Figure 1. The metal 4 layer (run 1).
Scale bar: 20 microns.
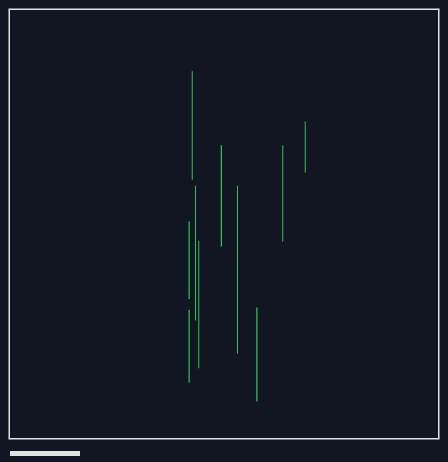
Figure 2. M3 wires (run 1).
Scale bar: 20 microns.
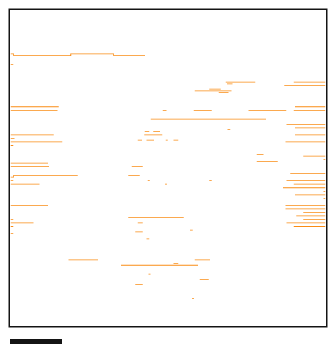
Figure 3. The metal 1 layer (run 1).
Scale bar: 20 microns.
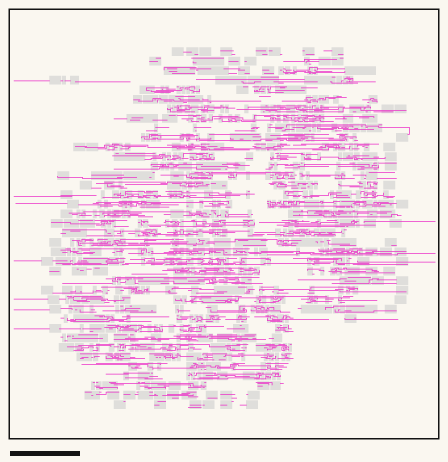
===== src/rtl/fish_pos_ctrl.sv =====
// Purpose: per-fish position integrator; handles spawn, swim, edge escape and hook capture/reel-in.
// Latency: all outputs registered; 1 cycle from inputs (spawn, steps, hook coords) to outputs.
// Backpressure: none; hm/vm consumed every cycle, spawn outside IDLE is dropped (no queuing).
module fish_pos_ctrl #(
   parameter int H_MAX     = 640,
   parameter int V_MAX     = 480,
   parameter int FISH_W    = 32,
   parameter int FISH_H    = 16,
   parameter int SURFACE_Y = 80
) (
   input  logic       clk,
   input  logic       rst,
   input  logic       spawn,
   input  logic [9:0] spawn_x,
   input  logic [8:0] spawn_y,
   input  logic [1:0] way,
   input  logic [2:0] hm,
   input  logic [2:0] vm,
   input  logic       hook_en,
   input  logic [9:0] hook_x,
   input  logic [8:0] hook_y,
   output logic [9:0] fish_x,
   output logic [8:0] fish_y,
   output logic       active,
   output logic       caught,
   output logic       escaped,
   output logic [1:0] state
);

   typedef enum logic [1:0] {
      S_IDLE   = 2'd0,
      S_SWIM   = 2'd1,
      S_CAUGHT = 2'd2
   } state_t;

   // Parameter sanity: the sprite must fit on screen and the surface must lie inside it.
   if (FISH_W > H_MAX || FISH_H > V_MAX || SURFACE_Y >= V_MAX) begin : g_bad_params
      $error("fish_pos_ctrl: inconsistent screen/sprite parameters");
   end

   // 11-bit constants so every compare and sum below has headroom and never wraps.
   localparam logic [10:0] X_LIM  = 11'(H_MAX - FISH_W);
   localparam logic [10:0] SURF   = 11'(SURFACE_Y);
   localparam logic [10:0] W_M1   = 11'(FISH_W - 1);
   localparam logic [10:0] H_M1   = 11'(FISH_H - 1);
   localparam logic [10:0] HALF_W = 11'(FISH_W / 2);

   state_t      state_q, state_d;
   logic [1:0]  dir_q, dir_d;
   logic [9:0]  fish_x_q, fish_x_d;
   logic [8:0]  fish_y_q, fish_y_d;
   logic        active_q, active_d;
   logic        caught_q, caught_d;
   logic        escaped_q, escaped_d;

   logic [10:0] fx_w, fy_w, hx_w, hy_w, hm_w, vm_w, hx_off;
   logic        hit;

   assign fx_w   = {1'b0, fish_x_q};
   assign fy_w   = {2'b0, fish_y_q};
   assign hx_w   = {1'b0, hook_x};
   assign hy_w   = {2'b0, hook_y};
   assign hm_w   = {8'b0, hm};
   assign vm_w   = {8'b0, vm};
   assign hx_off = hx_w - HALF_W;

   // Hook tip inside the fish bounding box.
   assign hit = hook_en &&
                (hx_w >= fx_w) && (hx_w <= fx_w + W_M1) &&
                (hy_w >= fy_w) && (hy_w <= fy_w + H_M1);

   // Next-state, next-position and pulse generation.
   always_comb begin
      state_d   = state_q;
      dir_d     = dir_q;
      fish_x_d  = fish_x_q;
      fish_y_d  = fish_y_q;
      active_d  = active_q;
      caught_d  = 1'b0;
      escaped_d = 1'b0;
      case (state_q)
         S_IDLE: begin
            active_d = 1'b0;
            if (spawn) begin
               fish_x_d = spawn_x;
               fish_y_d = spawn_y;
               dir_d    = way;
               active_d = 1'b1;
               state_d  = S_SWIM;
            end
         end
         S_SWIM: begin
            if (hit) begin
               // Capture wins over movement and escape this cycle.
               state_d = S_CAUGHT;
            end else begin
               case (dir_q)
                  2'd0: begin
                     if (hm_w > fx_w) begin
                        escaped_d = 1'b1;
                        active_d  = 1'b0;
                        state_d   = S_IDLE;
                     end else begin
                        fish_x_d = fish_x_q - {7'b0, hm};
                     end
                  end
                  2'd1: begin
                     if ((hm != 3'd0) && (fx_w + hm_w > X_LIM)) begin
                        escaped_d = 1'b1;
                        active_d  = 1'b0;
                        state_d   = S_IDLE;
                     end else begin
                        fish_x_d = fish_x_q + {7'b0, hm};
                     end
                  end
                  2'd2: begin
                     if ((vm != 3'd0) && (fy_w < SURF + vm_w)) begin
                        escaped_d = 1'b1;
                        active_d  = 1'b0;
                        state_d   = S_IDLE;
                     end else begin
                        fish_y_d = fish_y_q - {6'b0, vm};
                     end
                  end
                  default: ;
               endcase
            end
         end
         S_CAUGHT: begin
            if (!hook_en) begin
               state_d = S_SWIM;
            end else if (hy_w <= SURF) begin
               caught_d = 1'b1;
               active_d = 1'b0;
               state_d  = S_IDLE;
            end else begin
               // Fish hangs centred under the hook, kept fully on screen.
               fish_y_d = hook_y;
               if (hx_w < HALF_W)       fish_x_d = 10'd0;
               else if (hx_off > X_LIM) fish_x_d = X_LIM[9:0];
               else                     fish_x_d = hx_off[9:0];
            end
         end
         default: begin
            state_d  = S_IDLE;
            active_d = 1'b0;
         end
      endcase
   end

   // State and output registers, cleared asynchronously.
   always_ff @(posedge clk or posedge rst) begin
      if (rst) begin
         state_q   <= S_IDLE;
         dir_q     <= 2'd0;
         fish_x_q  <= 10'd0;
         fish_y_q  <= 9'd0;
         active_q  <= 1'b0;
         caught_q  <= 1'b0;
         escaped_q <= 1'b0;
      end else begin
         state_q   <= state_d;
         dir_q     <= dir_d;
         fish_x_q  <= fish_x_d;
         fish_y_q  <= fish_y_d;
         active_q  <= active_d;
         caught_q  <= caught_d;
         escaped_q <= escaped_d;
      end
   end

   assign fish_x  = fish_x_q;
   assign fish_y  = fish_y_q;
   assign active  = active_q;
   assign caught  = caught_q;
   assign escaped = escaped_q;
   assign state   = state_q;

endmodule


===== config.mk =====
export PLATFORM = sky130hd
export DESIGN_NAME = fish_pos_ctrl
export DESIGN_NICKNAME = d
export VERILOG_FILES = /design/src/rtl/fish_pos_ctrl.sv
export SDC_FILE = /design/constraint.sdc
export NUM_CORES = 1
export LEC_CHECK = 0
export ABC_AREA = 1
export ABC_CLOCK_PERIOD_IN_PS = 3600
export CAP_MARGIN = 20
export CORE_MARGIN = 8
export CORE_UTILIZATION = 35
export CTS_CLUSTER_SIZE = 30
export DETAILED_ROUTE_END_ITERATION = 12
export GPL_ROUTABILITY_DRIVEN = 0
export PLACE_DENSITY_LB_ADDON = 0.2
export REMOVE_ABC_BUFFERS = 1
export SLEW_MARGIN = 10
export SYNTH_ARGS = -nofsm -noshare
export SYNTH_HDL_FRONTEND = slang
export SYNTH_SLANG_ARGS = --single-unit

===== constraint.sdc =====
create_clock -name clk -period 3.6 [get_ports clk]
set_input_delay 0.54 -clock clk [delete_from_list [all_inputs] [get_ports clk]]
set_output_delay 0.54 -clock clk [all_outputs]
set_load 0.005 [all_outputs]

==> flow_results.org, run 1 <==
#+TITLE: Flow metrics

** Floorplan
- Init Core Util :: 36.13%

** Logic synthesis
- Once synthesis finished, the tally of register bits stood at 26.
- Post-Syn Instances :: 598
- Yosys cell count :: 598
- The netlist uses 43 different library cells.

** Run status
- The run finished with clean final reports.

** Hold path
- Along the worst hold path, the cell count comes to 2.
- The launch point of the worst min-delay path is recorded as active.
- The min-delay analysis places its worst path in the category flop to flop.

** Global route
- For this run, the total global-route usage over all layers was measured as 16.46%.
- Global routing met1 resource utilization :: 21.27%
- Entering global routing, the biggest net connects 27 pins.
- The number of global-route vias before repair is 4218.
- The global router reports that the layer with the highest usage is met2.

** Timing
- Final-report max-slew violation count :: 0
- Worst Hold Slack :: 524.8 ps
- The worst path in the final design needs a cycle of 3191 ps, including I/O delays and setup.

** Clock network
- Maximum level of the CTS H-tree :: 1
- After clock tree synthesis, the flow added hold-fix buffers numbering 0.
- Resized Gates After CTS :: 0
- CTS Buf Count :: 3

** Critical path
- RR Endpoint :: fish_x[9]
- At the worst endpoint, the required time is 3810 ps.
- Per the STA report, the cell with the highest stage delay on the worst path is sky130_fd_sc_hd__dfrtp_1.
- Setup slack of the worst register-to-register path :: 410 ps
- For the worst reg-to-reg path, the startpoint reported by OpenROAD is fish_x[1].
- Among all stages on the critical path, the maximum delay recorded is 510 ps.

** Cells and area
- For this run, the script counts the antenna cells in the layout as 0.

** Drt
- The violation tally recorded at the end of detailed-routing iteration 0 is 286.
-- Figure 1 (at the start) --
- share of all routed wire: 2.4%
- nets with wire on the layer: 10
- main direction: vertical
- longest straight run: 47.6 microns
- wire length on this layer: 291 microns

-- Figure 2 (at the start) --
- wire length on this layer: 700 microns
- main direction: horizontal
- longest straight run: 44.2 microns
- nets with wire on the layer: 68

-- Figure 3 (at the start) --
- share of all routed wire: 46%
- nets with wire on the layer: 696
- main direction: horizontal
- wire length on this layer: 5640 microns
- longest straight run: 40.9 microns

==> run 1: cell families (layout without fill, tap and decap cells) <==
kind of cell	after synthesis	after routing	synth area share, %
fa+ha+maj	59	59	19.34
buf+inv	78	147	9.001
flops	26	26	16.54
compound gates	117	117	16.95
simple gates	296	296	33.27
xor+xnor	22	22	4.898
==> run 1: stage by stage <==
stage	cells	setup WS, ps	util [%]	power, uW
2_1_floorplan	583	733.6	-	2753
6_report	807	409.3	44.38	3977
5_1_grt	807	156.0	44.38	4446
3_5_place_dp	803	445.7	43.88	3762
3_3_place_gp	803	521.7	43.88	3700
4_1_cts	807	440.9	44.38	3978
==> run 1: state kept, by name, indices dropped and copies added (netlist names) <==
signal and count:
state 2, fish_x 10, dir_q 2, active 1, escaped 1, fish_y 9, caught 1
==> run 1: worst reg2reg max path, delay by kind of cell, from the launching register on <==
| kind | cells | cell delay, ps |
|---|---|---|
| compound gates | 1 | 70 |
| xor+xnor | 1 | 160 |
| fa+ha+maj | 2 | 530 |
| buf+inv | 2 | 470 |
| flops | 1 | 510 |
| simple gates | 15 | 1380 |
==> run 1: placed cells by master (no fill, tap or decap), types with 11 or more instances in the layout <==
| master | count |
|---|---|
| sky130_fd_sc_hd__nor2_1 | 62 |
| sky130_fd_sc_hd__dfrtp_1 | 26 |
| sky130_fd_sc_hd__nand2_2 | 14 |
| sky130_fd_sc_hd__ha_1 | 56 |
| sky130_fd_sc_hd__nand3_1 | 33 |
| sky130_fd_sc_hd__clkdlybuf4s50_1 | 73 |
| sky130_fd_sc_hd__nor3_1 | 11 |
| sky130_fd_sc_hd__a21oi_1 | 47 |
| sky130_fd_sc_hd__xor2_1 | 16 |
| sky130_fd_sc_hd__o21ai_0 | 41 |
| sky130_fd_sc_hd__inv_1 | 57 |
| sky130_fd_sc_hd__nand2_1 | 149 |
==> run 1: power breakdown <==
group / total, uW / switching, uW / internal (uW)
Combinational: 3090 / 1840 / 1250
Clock: 201 / 103 / 98.1
Sequential: 689 / 259 / 431
==> run 1: layer usage <==
metal / wire length [microns] / share of wire [%] / vias up
li1: - / - / 2122
met1: 5640 / 46 / 1881
met2: 5539 / 46 / 97
met3: 700 / 5.8 / 21
met4: 291 / 2.4 / 0
met5: 0 / 0 / -
==> run 1: worst max-delay path by stage <==
stage / endpoint / depth (start not counted) / slack, ps / from
finish: fish_x[9] / 21 / 410 / fish_x[1]
global route: fish_x[8] / 21 / 160 / fish_x[1]
CTS: fish_x[0] / 21 / 440 / fish_x[1]
detailed placement: fish_x[0] / 14 / 450 / hm[1]
global placement: fish_x[1] / 19 / 520 / hm[0]
floorplan: fish_x[8] / 19 / 730 / fish_x[1]
==> run 1: cell type report <==
cell class	instances	area [sq um]	share of cell area (%)
Timing Repair Buffer	80	783.3	16.21
Sequential cell	26	650.6	13.46
Multi-Input combinational cell	494	2929	60.62
Inverter	63	239.0	4.946
Tap cell	140	175.2	3.625
Clock buffer	4	55.05	1.139
## Run 2: what changed since run 1
--- a/config.mk
+++ b/config.mk
@@ -6,7 +6,6 @@
 export NUM_CORES = 1
 export LEC_CHECK = 0
 export ABC_AREA = 1
-export ABC_CLOCK_PERIOD_IN_PS = 3600
 export CAP_MARGIN = 20
 export CORE_MARGIN = 8
 export CORE_UTILIZATION = 35
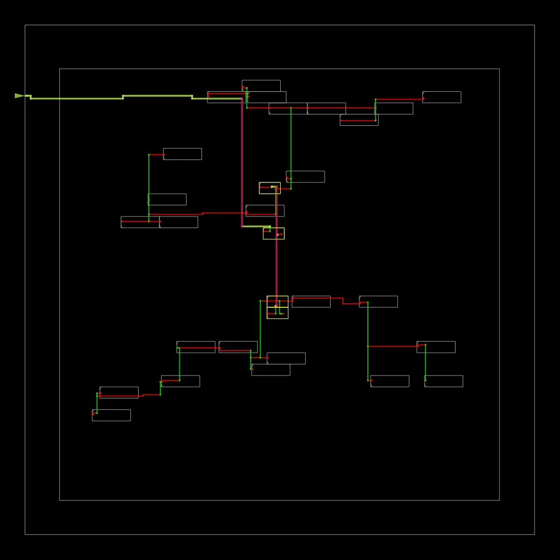
Figure 4: run 2, the clock network.
clk sink count: 26
final sequential cell count: 26
CTS Buf Count: 3
clk latency late pin: 280 ps
post-route clock skew: 2.027 ps

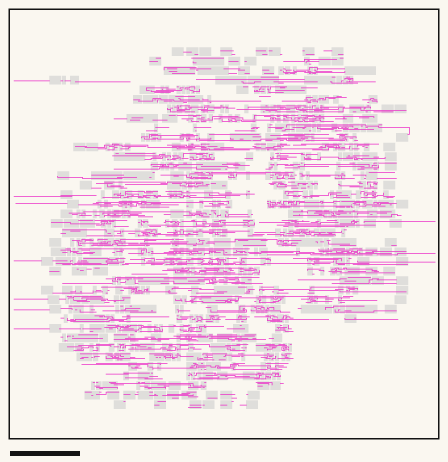
Figure 5: run 2, the metal 1 layer.
Scale bar: 20 microns.
- main direction: horizontal
- share of all routed wire: 46%
- longest straight run: 40.9 microns
- wire length on this layer: 5640 microns
- nets with wire on the layer: 696

==> flow_results.org, run 2 <==
#+TITLE: Flow metrics

** Timing
- The final timing report lists a max-slew violation count of 0.
- The transition time recorded at the tightest slew-check pin is 628.8 ps.
- Sum Neg Setup Slack :: 0 ps
- For the finished layout, the period the worst path requires is 3191 ps.
- Static timing analysis puts the maximum clock frequency at 313.4 MHz.
- Final hold analysis gives a worst-case slack of 524.8 ps.
- Setup repair after global routing left no endpoint under its margin.

** Critical path
- At the worst endpoint, the required time is 3810 ps.
- STA classifies the critical path endpoint as a flop.
- Critical path type :: flop to flop
- STA classifies the critical path startpoint as a flop.

** Cells and area
- Final Non-Filler Cells :: 807
- Antenna diode count :: 0
- In the layout the commonest cells are sky130_fd_sc_hd__nand2_1, sky130_fd_sc_hd__clkdlybuf4s50_1, sky130_fd_sc_hd__nor2_1.
- Max reg flops :: 10
- Most common logic cell in the routed design :: sky130_fd_sc_hd__nand2_1
- Area added between synthesis and finish :: 22.84%

** Power
- Switching power as a share of total power :: 55.33%
- In this run, flip-flops and latches consume 17.3% of the power.
- Total power draw :: 3977 uW
- Combinational logic is responsible for 77.6% of the overall power.
- Per the OpenROAD power report, switching power amounts to 2201 uW.
- Per report_power, the clock group accounts for 5.1% of the total.
- Internal power summed over all cells :: 1776 uW

** Global route
- The number of global-route vias before repair is 4218.
- The first global-routing pass estimated 20.21 mm of wire.
- GRT Util Overall :: 16.46%
- Largest net degree at the start of global routing :: 27

** Logic synthesis
- Most numerous cell in the Yosys netlist :: sky130_fd_sc_hd__nand2_1
- Yosys stat counts 598 cells in the synthesized netlist.
- The gate-level netlist out of Yosys references 43 unique cell types.
- The biggest area contributor in the post-synthesis netlist is sky130_fd_sc_hd__ha_1.
- Post-Syn Instances :: 598
- After synthesis, the most frequently instantiated cells are sky130_fd_sc_hd__nand2_1, sky130_fd_sc_hd__nor2_1, sky130_fd_sc_hd__inv_1.
- Synthesized cell area :: 0.003934 sq mm
- Post-synthesis sequential element count :: 26
- Yosys stat area :: 0.003934 sq mm
- Post-synthesis average cell area :: 6.578 sq um

** Drt
- Detailed Route Iter0 Violations :: 286
- For this sky-water flow run, the detailed-routed wirelength per cell is reported as 15.08 microns.

** Clock network
- Looking at the clock tree report, the H-tree level count equals 1.
- Number of hold buffers added after cts :: 0
- Resized Gates After CTS :: 0

** Floorplan
- The initial utilization of the core area, before any placement, comes to 36.13%.

** Hold path
- Path type of the worst min-delay path :: flop to flop

** Placement
- Number of placed instances, taps included :: 803

** Run status
- Outcome :: complete, no violations
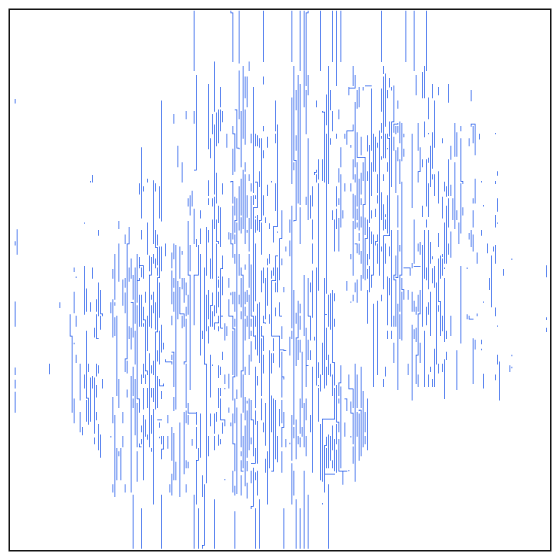
Figure 6: run 2, the metal 2 layer.
- wire length on this layer: 5540 microns
- nets with wire on the layer: 592

==> run 2: cell type report <==
type | count | area [sq um] | area share (%)
inverters | 63 | 239.0 | 4.946
flip-flops and latches | 26 | 650.6 | 13.46
clock buffers | 4 | 55.05 | 1.139
repair buffers | 80 | 783.3 | 16.21
well taps | 140 | 175.2 | 3.625
multi-input cells | 494 | 2929 | 60.62
==> run 2: path summary, 6_finish.rpt <==
path	start	end	slack, ps	cells after the start
hold reg to reg	active	active	520	2
hold / removal	active	active	520	2
setup / recovery	fish_x[1]	fish_x[9]	410	21
setup reg to reg	fish_x[1]	fish_x[9]	410	21
min in group asynchronous	rst	active	620	3
max in group asynchronous	rst	fish_y[0]	2710	3
==> run 2: critical path: stages, from the launching register on <==
cell	delay (ps)
sky130_fd_sc_hd__dfrtp_1	510
sky130_fd_sc_hd__inv_1	140
sky130_fd_sc_hd__ha_1	220
sky130_fd_sc_hd__nand2_1	70
sky130_fd_sc_hd__nor2_1	60
sky130_fd_sc_hd__nand2_1	110
sky130_fd_sc_hd__nand2_1	90
sky130_fd_sc_hd__xor2_1	160
sky130_fd_sc_hd__ha_1	310
sky130_fd_sc_hd__nand2_1	80
sky130_fd_sc_hd__nor2_1	130
sky130_fd_sc_hd__nand3_1	90
sky130_fd_sc_hd__nand2_1	80
sky130_fd_sc_hd__nand2_1	50
sky130_fd_sc_hd__nand2_1	50
sky130_fd_sc_hd__nand2_1	100
sky130_fd_sc_hd__nand4_2	160
sky130_fd_sc_hd__nand2_1	110
sky130_fd_sc_hd__nor2_4	90
sky130_fd_sc_hd__buf_4	320
sky130_fd_sc_hd__nand2_2	80
sky130_fd_sc_hd__o21ai_2	70
==> run 2: power by group through the flow <==
stage	clock network [uW]	logic [uW]	registers (uW)
CTS	205	3080	689
detailed placement	0	3070	693
global placement	0	3000	697
global route	216	3510	721
floorplan	0	2120	634
finish	201	3090	689
==> run 2: kinds of logic (layout without fill, tap and decap cells) <==
logic type | after synthesis | after routing | share of synthesized area (%)
xor gates and xnor gates | 22 | 22 | 4.898
AOI/OAI and AO/OA | 117 | 117 | 16.95
and+or+nand+nor | 296 | 296 | 33.27
DFF | 26 | 26 | 16.54
buffers and inverters | 78 | 147 | 9.001
adders and majority gates | 59 | 59 | 19.34
==> run 2: per-layer routing <==
layer,track usage (%),wire length [microns]
met1,21.27,5640
met2,27.26,5539
met3,2.869,700
met4,5.089,291
met5,0,0
==> run 2: through the flow <==
stage	util [%]	worst slack (ps)
2_1_floorplan	-	733.6
3_3_place_gp	43.88	521.7
3_5_place_dp	43.88	445.7
4_1_cts	44.38	440.9
5_1_grt	44.38	156.0
6_report	44.38	409.3
## Run 3: what changed since run 2
--- a/config.mk
+++ b/config.mk
@@ -9,12 +9,13 @@
 export CAP_MARGIN = 20
 export CORE_MARGIN = 8
 export CORE_UTILIZATION = 35
+export CTS_BUF_LIST = sky130_fd_sc_hd__clkbuf_4 sky130_fd_sc_hd__clkbuf_8
 export CTS_CLUSTER_SIZE = 30
 export DETAILED_ROUTE_END_ITERATION = 12
 export GPL_ROUTABILITY_DRIVEN = 0
 export PLACE_DENSITY_LB_ADDON = 0.2
 export REMOVE_ABC_BUFFERS = 1
-export SLEW_MARGIN = 10
+export SLEW_MARGIN = 25
 export SYNTH_ARGS = -nofsm -noshare
 export SYNTH_HDL_FRONTEND = slang
 export SYNTH_SLANG_ARGS = --single-unit
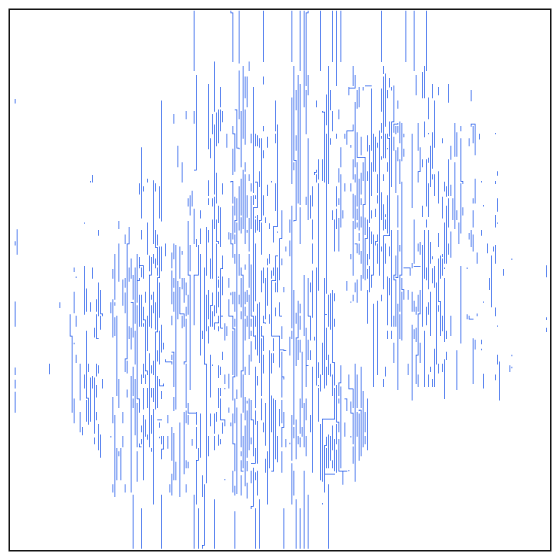
Figure 7: run 3, the metal 2 layer.
- share of all routed wire: 46%
- nets with wire on the layer: 592
- wire length on this layer: 5540 microns
- main direction: vertical

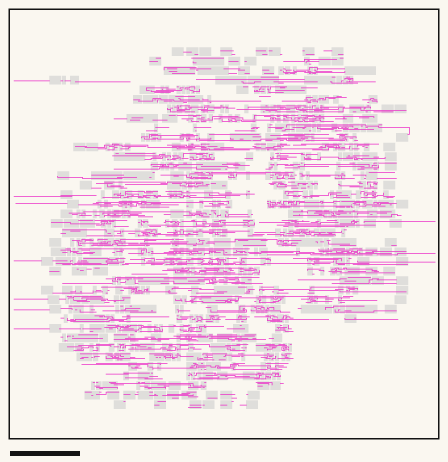
Figure 8: run 3, the metal 1 layer.
Scale bar: 20 microns.
- share of all routed wire: 46%
- wire length on this layer: 5640 microns

==> flow_results.org, run 3 <==
#+TITLE: Flow metrics

** Run status
- Outcome :: complete, no violations

** Cells and area
- Max reg flops :: 10
- Total area of sequential cells :: 650.6 sq um
- Ranking logic cells in the layout by count gives the top entries sky130_fd_sc_hd__nand2_1, sky130_fd_sc_hd__clkdlybuf4s50_1, sky130_fd_sc_hd__nor2_1.
- Antenna diode count :: 0
- The layout report lists the multi-input gate area as 0.002929 sq mm.
- Compared with the post-synthesis result, the final layout area differs by 22.84%.

** Timing
- Pins over their slew limit in the final report were tallied at 0.
- Adding up every negative setup slack in the final design gives 0 ps.
- Between clock sinks in the finished design, the worst skew comes to 2.027 ps.
- Setup repair after global routing left no endpoint under its margin.
- Setup slack closes at 409.3 ps.
- The pin closest to its max-slew limit shows a slew of 628.8 ps.

** Critical path
- Among all stages on the critical path, the maximum delay recorded is 510 ps.
- Reg2reg path depth :: 21
- Critical Path Start Type :: flop
- Endpoint type of the worst setup path :: flop
- Per STA, the worst path accumulates the most delay in the family simple AND/OR/NAND/NOR gates.
- Number of buffers and inverters on the critical path :: 2
- RR Endpoint :: fish_x[9]
- Cell repeated most along the worst path :: sky130_fd_sc_hd__nand2_1

** Hold path
- For hold timing, the worst endpoint is active.
- The most critical min-delay path falls under flop to flop.
- Per the hold report, the tightest min-delay path originates at active.

** Global route
- Largest net degree at the start of global routing :: 27
- Global routing consumed, over all layers together, 16.46% of the routing resources.
- The number of global-route vias before repair was 4218.

** Clock network
- Maximum level of the CTS H-tree :: 1
- The number of clock sinks came to 26.
- The later pin in the worst-skew pair is clocked with a latency of 280 ps.

** Logic synthesis
- Yosys reports the multiplexer fraction of the synthesized area as 0%.
- Synthesized cell area :: 0.003934 sq mm
- After synthesis, the design contains 598 cells according to Yosys.
- The synthesized netlist devotes 4.898% of its cell area to XOR and XNOR gates.
- The biggest area contributor in the post-synthesis netlist is sky130_fd_sc_hd__ha_1.
- A synthesized cell averages 6.578 sq um.
- Most numerous cell in the Yosys netlist :: sky130_fd_sc_hd__nand2_1
- Post-Syn Instances :: 598
- Top post-synthesis cells by count :: sky130_fd_sc_hd__nand2_1, sky130_fd_sc_hd__nor2_1, sky130_fd_sc_hd__inv_1
- Yosys reported a register bit count of 26.
- Summing the areas of all fa, ha and maj instances in the mapped netlist gives 19.34% of the synthesized area.

** Floorplan
- Init Core Util :: 36.13%

** Power
- Total power draw :: 3977 uW

** Drt
- The violation tally recorded at the end of detailed-routing iteration 0 is 286.

** Placement
- Number of placed instances, taps included :: 803
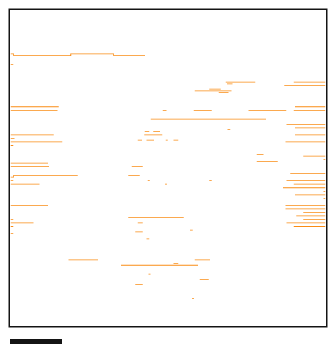
Figure 9: run 3, M3 wires.
Scale bar: 20 microns.
- wire length on this layer: 700 microns
- main direction: horizontal
- longest straight run: 44.2 microns
- nets with wire on the layer: 68
- share of all routed wire: 5.8%

run 3: cell families after synthesis:
group / after synthesis
buf+inv: 78
xor+xnor: 22
fa+ha+maj: 59
flops: 26
compound gates: 117
simple gates: 296
run 3: tightest hold or removal path, delay by kind of cell (launching register included):
family	cells	cell delay [ps]
compound gates	1	80
simple gates	1	60
flops	1	360
run 3: layout make-up:
class,instances,area share (%)
Clock buffer,4,1.139
Multi-Input combinational cell,494,60.62
Inverter,63,4.946
Tap cell,140,3.625
Timing Repair Buffer,80,16.21
Sequential cell,26,13.46
run 3: where the power goes:
part | leakage (uW) | switching (uW) | total, uW | internal [uW]
registers | 0.000326 | 259 | 689 | 431
logic | 0.00195 | 1840 | 3090 | 1250
clock network | 0.0000288 | 103 | 201 | 98.1
run 3: per-layer routing:
metal,routed length [microns],track usage [%],up-vias
li1,-,-,2122
met1,5640,21.27,1881
met2,5539,27.26,97
met3,700,2.869,21
met4,291,5.089,0
met5,0,0,-
run 3: worst max path at each step:
stage          cells after the start  slack (ps)       from        end
2_1_floorplan                     19         730  fish_x[1]  fish_x[8]
6_report                          21         410  fish_x[1]  fish_x[9]
3_3_place_gp                      19         520      hm[0]  fish_x[1]
3_5_place_dp                      14         450      hm[1]  fish_x[0]
4_1_cts                           21         440  fish_x[1]  fish_x[0]
5_1_grt                           21         160  fish_x[1]  fish_x[8]
run 3: metrics by stage:
stage                     hold slack (ps)  utilization, %
after floorplan                     488.1               -
after global placement              515.7           43.88
after detailed placement            520.4           43.88
after CTS                           543.5           44.38
after global routing                593.6           44.38
final                               524.8           44.38
Power figures rest on the tool's default switching activity, not on a simulated workload.
